[src/rtl/hazard_scoreboard_if.sv]
// ID-stage hazard query bundle between the core pipeline and hazard_scoreboard.
// The core (master) drives the ID instruction fields and flush. The scoreboard
// (slave) returns the stall, the forward selects and the HI/LO status.
interface hazard_scoreboard_if #(
  parameter int TNEW_W = 2,
  parameter int FWD_W  = 2
);
  logic              id_valid;
  logic [4:0]        id_rs;
  logic [4:0]        id_rt;
  logic [TNEW_W-1:0] id_tuse_rs;
  logic [TNEW_W-1:0] id_tuse_rt;
  logic [4:0]        id_rd;
  logic [TNEW_W-1:0] id_tnew;
  logic              id_md_start;
  logic              id_md_div;
  logic              id_md_use;
  logic              flush;

  logic              stall;
  logic [FWD_W-1:0]  fwd_rs;
  logic [FWD_W-1:0]  fwd_rt;
  logic              md_busy;
  logic [15:0]       stall_count;

  modport master (
    output id_valid, id_rs, id_rt, id_tuse_rs, id_tuse_rt, id_rd, id_tnew,
           id_md_start, id_md_div, id_md_use, flush,
    input  stall, fwd_rs, fwd_rt, md_busy, stall_count
  );

  modport slave (
    input  id_valid, id_rs, id_rt, id_tuse_rs, id_tuse_rt, id_rd, id_tnew,
           id_md_start, id_md_div, id_md_use, flush,
    output stall, fwd_rs, fwd_rt, md_busy, stall_count
  );
endinterface

[src/rtl/hazard_scoreboard.sv]
// Hazard and forwarding unit for the pipelined MIPS core.
// Keeps a shadow pipeline of in-flight writers as (dst, tnew) pairs,
// compares it against the Tuse of the ID instruction to produce the stall
// and ID-stage forward selects, and models HI/LO busy time internally.
module hazard_scoreboard #(
  parameter int STAGES      = 3,
  parameter int TNEW_W      = 2,
  parameter int MULT_CYCLES = 5,
  parameter int DIV_CYCLES  = 10,
  parameter int FWD_W       = $clog2(STAGES + 1)
) (
  input logic                clk,
  input logic                rst_n,
  hazard_scoreboard_if.slave bus
);

  localparam int unsigned NSTG   = STAGES;
  localparam int          MD_MAX = (MULT_CYCLES > DIV_CYCLES) ? MULT_CYCLES : DIV_CYCLES;
  localparam int          MD_W   = $clog2(MD_MAX + 1);
  localparam logic [MD_W-1:0] MULT_LOAD = MD_W'(MULT_CYCLES);
  localparam logic [MD_W-1:0] DIV_LOAD  = MD_W'(DIV_CYCLES);

  // ID fields after the id_valid qualifier
  logic [4:0]        rs_v;
  logic [4:0]        rt_v;
  logic [4:0]        rd_v;
  logic [TNEW_W-1:0] tuse_rs_v;
  logic [TNEW_W-1:0] tuse_rt_v;
  logic [TNEW_W-1:0] tnew_v;
  logic              md_start_v;
  logic              md_div_v;
  logic              md_use_v;

  // Shadow pipeline: index 0 = EX, increasing toward WB
  logic [4:0]        dst_q  [STAGES];
  logic [4:0]        dst_d  [STAGES];
  logic [TNEW_W-1:0] tnew_q [STAGES];
  logic [TNEW_W-1:0] tnew_d [STAGES];

  logic [MD_W-1:0]   md_cnt_q;
  logic [MD_W-1:0]   md_cnt_d;
  logic              md_busy_q;
  logic [15:0]       stall_cnt_q;
  logic [15:0]       stall_cnt_d;

  // Youngest-match lookup results
  logic              hit_rs;
  logic              hit_rt;
  logic [TNEW_W-1:0] win_tnew_rs;
  logic [TNEW_W-1:0] win_tnew_rt;
  logic [FWD_W-1:0]  win_sel_rs;
  logic [FWD_W-1:0]  win_sel_rt;

  logic              dstall_rs;
  logic              dstall_rt;
  logic              md_stall;
  logic              stall;
  logic              issue;

  // An invalid ID slot behaves as an all-zero instruction
  always_comb begin
    rs_v       = bus.id_valid ? bus.id_rs       : '0;
    rt_v       = bus.id_valid ? bus.id_rt       : '0;
    rd_v       = bus.id_valid ? bus.id_rd       : '0;
    tuse_rs_v  = bus.id_valid ? bus.id_tuse_rs  : '0;
    tuse_rt_v  = bus.id_valid ? bus.id_tuse_rt  : '0;
    tnew_v     = bus.id_valid ? bus.id_tnew     : '0;
    md_start_v = bus.id_valid & bus.id_md_start;
    md_div_v   = bus.id_valid & bus.id_md_div;
    md_use_v   = bus.id_valid & bus.id_md_use;
  end

  // Find the youngest in-flight writer of each source; the first hit scanning
  // from EX outward shadows every older writer of the same register
  always_comb begin
    hit_rs      = 1'b0;
    hit_rt      = 1'b0;
    win_tnew_rs = '0;
    win_tnew_rt = '0;
    win_sel_rs  = '0;
    win_sel_rt  = '0;
    for (int unsigned i = 0; i < NSTG; i++) begin
      if (!hit_rs && (rs_v != 5'd0) && (dst_q[i] == rs_v)) begin
        hit_rs      = 1'b1;
        win_tnew_rs = tnew_q[i];
        win_sel_rs  = FWD_W'(i + 1);
      end
      if (!hit_rt && (rt_v != 5'd0) && (dst_q[i] == rt_v)) begin
        hit_rt      = 1'b1;
        win_tnew_rt = tnew_q[i];
        win_sel_rt  = FWD_W'(i + 1);
      end
    end
  end

  // Stall decision and forward selects; flush always wins over stall
  always_comb begin
    dstall_rs = hit_rs && (win_tnew_rs > tuse_rs_v);
    dstall_rt = hit_rt && (win_tnew_rt > tuse_rt_v);
    md_stall  = md_use_v && md_busy_q;
    stall     = (dstall_rs || dstall_rt || md_stall) && !bus.flush;
    issue     = bus.id_valid && !stall && !bus.flush;
  end

  assign bus.stall       = stall;
  assign bus.fwd_rs      = (hit_rs && (win_tnew_rs == '0)) ? win_sel_rs : '0;
  assign bus.fwd_rt      = (hit_rt && (win_tnew_rt == '0)) ? win_sel_rt : '0;
  assign bus.md_busy     = md_busy_q;
  assign bus.stall_count = stall_cnt_q;

  // Next shadow state: insert the issuing writer (or a bubble) at EX and
  // age every older entry by one stage, counting its tnew down to zero
  always_comb begin
    for (int unsigned i = 0; i < NSTG; i++) begin
      dst_d[i]  = dst_q[i];
      tnew_d[i] = tnew_q[i];
    end
    if (bus.flush) begin
      for (int unsigned i = 0; i < NSTG; i++) begin
        dst_d[i]  = '0;
        tnew_d[i] = '0;
      end
    end else begin
      dst_d[0]  = issue ? rd_v   : '0;
      tnew_d[0] = issue ? tnew_v : '0;
      for (int unsigned i = 1; i < NSTG; i++) begin
        dst_d[i]  = dst_q[i-1];
        tnew_d[i] = (tnew_q[i-1] != '0) ? (tnew_q[i-1] - TNEW_W'(1)) : '0;
      end
    end
  end

  // HI/LO busy counter: loads only when an MD op really issues, never aborted
  always_comb begin
    md_cnt_d = md_cnt_q;
    if (issue && md_start_v) begin
      md_cnt_d = md_div_v ? DIV_LOAD : MULT_LOAD;
    end else if (md_cnt_q != '0) begin
      md_cnt_d = md_cnt_q - MD_W'(1);
    end
  end

  // Saturating count of stalled cycles
  always_comb begin
    stall_cnt_d = stall_cnt_q;
    if (stall && (stall_cnt_q != 16'hFFFF)) begin
      stall_cnt_d = stall_cnt_q + 16'd1;
    end
  end

  // State registers; md_busy is kept as a flop tracking md_cnt != 0
  always_ff @(posedge clk or negedge rst_n) begin
    if (!rst_n) begin
      dst_q       <= '{default: '0};
      tnew_q      <= '{default: '0};
      md_cnt_q    <= '0;
      md_busy_q   <= 1'b0;
      stall_cnt_q <= '0;
    end else begin
      dst_q       <= dst_d;
      tnew_q      <= tnew_d;
      md_cnt_q    <= md_cnt_d;
      md_busy_q   <= (md_cnt_d != '0);
      stall_cnt_q <= stall_cnt_d;
    end
  end

endmodule

[src/flat_wrapper.sv]
// flat-port wrapper written by rule: the top's interface ports become plain ports
module hazard_scoreboard_flat 
#(
  parameter int STAGES      = 3,
  parameter int TNEW_W      = 2,
  parameter int MULT_CYCLES = 5,
  parameter int DIV_CYCLES  = 10,
  parameter int FWD_W       = $clog2(STAGES + 1)
)
  (clk, rst_n, bus_id_valid, bus_id_rs, bus_id_rt, bus_id_tuse_rs, bus_id_tuse_rt, bus_id_rd, bus_id_tnew, bus_id_md_start, bus_id_md_div, bus_id_md_use, bus_flush, bus_stall, bus_fwd_rs, bus_fwd_rt, bus_md_busy, bus_stall_count);
  hazard_scoreboard_if #(.TNEW_W(TNEW_W), .FWD_W(FWD_W)) bus_i ();
  input logic clk;
  input logic rst_n;
  input wire logic [$bits(bus_i.id_valid)-1:0] bus_id_valid;
  input wire logic [$bits(bus_i.id_rs)-1:0] bus_id_rs;
  input wire logic [$bits(bus_i.id_rt)-1:0] bus_id_rt;
  input wire logic [$bits(bus_i.id_tuse_rs)-1:0] bus_id_tuse_rs;
  input wire logic [$bits(bus_i.id_tuse_rt)-1:0] bus_id_tuse_rt;
  input wire logic [$bits(bus_i.id_rd)-1:0] bus_id_rd;
  input wire logic [$bits(bus_i.id_tnew)-1:0] bus_id_tnew;
  input wire logic [$bits(bus_i.id_md_start)-1:0] bus_id_md_start;
  input wire logic [$bits(bus_i.id_md_div)-1:0] bus_id_md_div;
  input wire logic [$bits(bus_i.id_md_use)-1:0] bus_id_md_use;
  input wire logic [$bits(bus_i.flush)-1:0] bus_flush;
  output wire logic [$bits(bus_i.stall)-1:0] bus_stall;
  output wire logic [$bits(bus_i.fwd_rs)-1:0] bus_fwd_rs;
  output wire logic [$bits(bus_i.fwd_rt)-1:0] bus_fwd_rt;
  output wire logic [$bits(bus_i.md_busy)-1:0] bus_md_busy;
  output wire logic [$bits(bus_i.stall_count)-1:0] bus_stall_count;
  assign bus_i.id_valid = bus_id_valid;
  assign bus_i.id_rs = bus_id_rs;
  assign bus_i.id_rt = bus_id_rt;
  assign bus_i.id_tuse_rs = bus_id_tuse_rs;
  assign bus_i.id_tuse_rt = bus_id_tuse_rt;
  assign bus_i.id_rd = bus_id_rd;
  assign bus_i.id_tnew = bus_id_tnew;
  assign bus_i.id_md_start = bus_id_md_start;
  assign bus_i.id_md_div = bus_id_md_div;
  assign bus_i.id_md_use = bus_id_md_use;
  assign bus_i.flush = bus_flush;
  assign bus_stall = bus_i.stall;
  assign bus_fwd_rs = bus_i.fwd_rs;
  assign bus_fwd_rt = bus_i.fwd_rt;
  assign bus_md_busy = bus_i.md_busy;
  assign bus_stall_count = bus_i.stall_count;
  hazard_scoreboard #(.STAGES(STAGES), .TNEW_W(TNEW_W), .MULT_CYCLES(MULT_CYCLES), .DIV_CYCLES(DIV_CYCLES), .FWD_W(FWD_W)) u_core (.clk(clk), .rst_n(rst_n), .bus(bus_i));
endmodule
[config.mk]
export PLATFORM = sky130hd
export DESIGN_NAME = hazard_scoreboard_flat
export DESIGN_NICKNAME = d
export VERILOG_FILES = /design/src/rtl/hazard_scoreboard_if.sv /design/src/rtl/hazard_scoreboard.sv /design/src/flat_wrapper.sv
export SDC_FILE = /design/constraint.sdc
export NUM_CORES = 1
export LEC_CHECK = 0
export ABC_AREA = 1
export CORE_UTILIZATION = 57
export CTS_BUF_LIST = sky130_fd_sc_hd__clkbuf_16
export CTS_CLUSTER_SIZE = 10
export DETAILED_ROUTE_END_ITERATION = 10
export PLACE_DENSITY = 0.85
export SLEW_MARGIN = 20
export SYNTH_ARGS = -nofsm -noshare
export SYNTH_HDL_FRONTEND = slang
export SYNTH_SLANG_ARGS = --single-unit
export TNS_END_PERCENT = 50
[constraint.sdc]
create_clock -name clk -period 5.5 [get_ports clk]
set_clock_uncertainty 0.2 [all_clocks]
set_input_delay 1.1 -clock clk [delete_from_list [all_inputs] [get_ports clk]]
set_output_delay 1.1 -clock clk [all_outputs]
set_load 0.02 [all_outputs]
==> results.yml <==
# flow metrics
status:
  status: "finished, final reports clean"
synth:
  xor_area_share_pct: 7.40
  ys_sh_mux_pct: 0
  top_area_share_pct: 37.0
  avgSynthCellArea_sq_um: 6.79
  top_cells_by_area: "dfrtp_1, nand2_1, inv_1, nand3_1, nor2_1"
  yosysMostFrequentCell: "nand2_1"
  ys_cells: 418
  synthAdderAreaFrac_pct: 2.64
  top_area_cell: "dfrtp_1"
  yosysChipArea_sq_um: 2840
  yosysSeqAreaShare_pct: 37.0
  syn_area_sq_um: 2840
  async_flop_share_pct: 100
  synth-edff-count: 0
  compound_area_share_pct: 3.96
global_routing:
  grtUsageMet1_pct: 36.2
  grt_pass1_vias: 2795
  grt_pass1_wl_mm: 12.3
  grt_remaining_overflow: 0
  use_met2_pct: 54.0
  busiest_layer: "met2"
  track_usage_pct: 30.8
cts:
  cts_max_path_buffers: 2
  clock-sinks: 42
  insertion_delay_ps: 280
  cts_buffers: 5
  cts.clk_slew.worst_paths_ps: 60
  cts_root_buffer: "clkbuf_16"
final_timing:
  fin_ws_ps: 372
  period_needed_ps: 5130
  min_period_over_period_pct: 93.2
  setup_tns_ps: 0
  fin_hold_ws_ps: 283
  setup_viol: 0
  tightest_slew_ps: 933
  fmax_mhz: 195
  rsz0062_at_grt: "false"
pwr:
  p_clk_w: 0.000275
  cell_internal_pwr_w: 0.000733
  combPwrFrac_pct: 40.2
  seq_power_share_pct: 36.4
  p_sw_w: 0.000439
  pg_seq_w: 0.000426
  ir_drop_mv: 0.259
  power_combinational_w: 0.000471
  p_per_area_nw_per_um2: 320
  power_w: 0.00117
  largestPowerGroup: "combinational logic"
  clkPwrFrac_pct: 23.4
layout:
  fillers: 393
  clkbuf_count: 5
  clkCellAreaFrac_pct: 3.72
  signal_buffers: 69
  diodes: 0
  drive_above_1_share_pct: 9.03
  largest_class: "logic gates"
  mostFrequentLayoutCells: "nand2_1, inv_1, nor2_1"
  design_area_sq_um: 3660
  comb.multi_input.count: 303
  comb_area_sq_um: 1500
setup_path:
  cp-endpoint: "bus_stall"
  cp-start-kind: "input pin"
  required_ps: 4200
  worst-path-max-fanout: 5
  r2r-start: "u_core.dst_q[5]"
  crit_type: "input pin to output pin"
  r2r_end: "u_core.bus.stall_count[2]"
  arrival_ps: 3830
drt:
  wl_per_cell_um: 13.5
  dr.pass1.iters: 4
  drt_iter0_markers: 135
  dr_total_vias: 2910
  ant_nets: 0
  topRoutingLayerUsed: "met4"
flow_run:
  warning_count: 26
floorplanning:
  fp_util_pct: 59.7
  die_area_sq_um: 5270
  core_region_area_sq_um: 4750
  rows: 25
  die_h_um: 72.6
hold_path:
  worst_hold_path.endpoint: "u_core.tnew_q[2]"
  worstHoldPathType: "flop to flop"
placed_design:
  dp_cells: 545
  gp_congestion: 0.934
## worst max-delay path, stage by stage
cell and delay, ps:
clkdlybuf4s50_1 520, nand2_2 110, inv_1 130, nand2_1 60, nand2_1 90, nand2_1 50
nor2_1 80, nand2_1 80, a31oi_2 210, nand2_1 90, o21ai_1 80, inv_1 80
and2_1 150, ha_1 300, a21oi_1 210, nand2_1 120, nand3_2 100, nand2_1 60
inv_2 50, clkbuf_2 160
## state kept, by name, indices dropped and copies added, names as in the netlist
| signal | flops |
|---|---|
| u_core.bus.stall_count | 16 |
| u_core.dst_q | 15 |
| u_core.tnew_q | 6 |
| u_core.md_cnt_q | 4 |
| u_core.bus.md_busy | 1 |
sizes.png
Bar = 20 um.
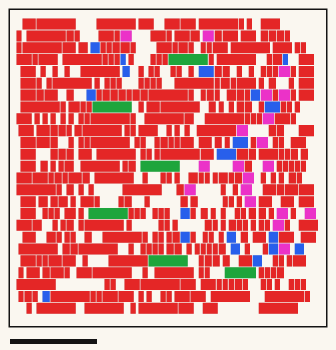
_2 cells -> blue  # cells 19, most used nand2_2
_6 and larger -> green  # cells 6, most used clkbuf_16
_3 and _4 cells -> magenta  # cells 19, most used buf_4
_0 and _1 cells -> red  # cells 443, most used nand2_1

wires.png
Bar = 20 um.
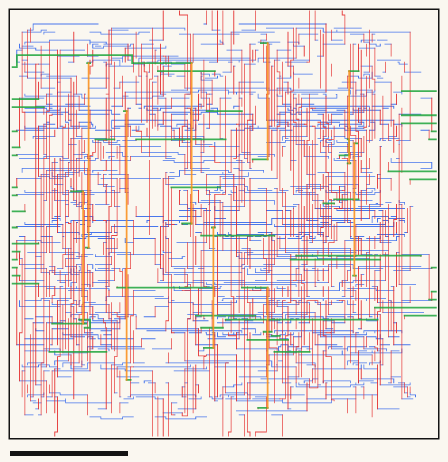
metal 2 -> red  # wire length 3,750 um
metal 1 -> blue  # wire length 3,170 um
metal 4 -> orange  # wire length 225 um
metal 3 -> green  # wire length 324 um

layer_met4.png
Supply wires on this layer in gray. Cells faint in the background.
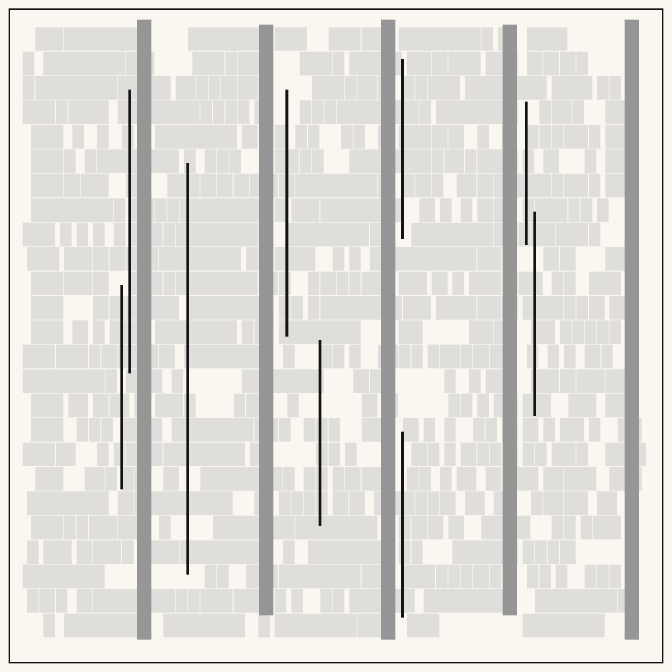
share of all routed wire = 3.0%
longest straight run = 45.6 um
nets with wire on the layer = 9
wire length on this layer = 225 um
main direction = vertical

layer_met3.png
Bar = 20 um.
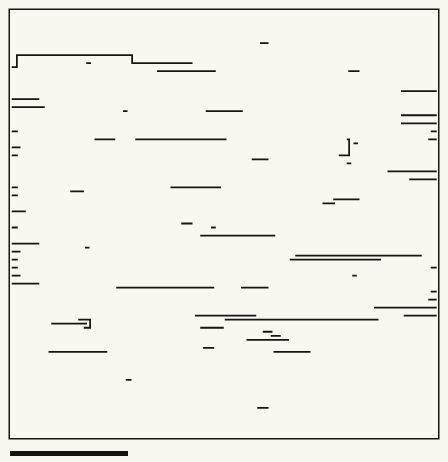
nets with wire on the layer = 55
longest straight run = 25.8 um
share of all routed wire = 4.3%

placement.png
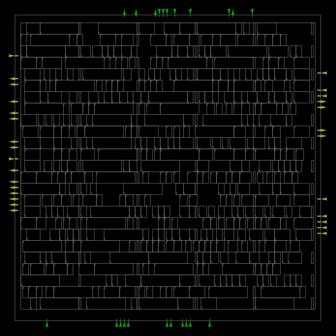
Final Non-Filler Cells: 554
utilization after layout: 77.0%
registers: 42

Power and IR drop assume default switching activity.
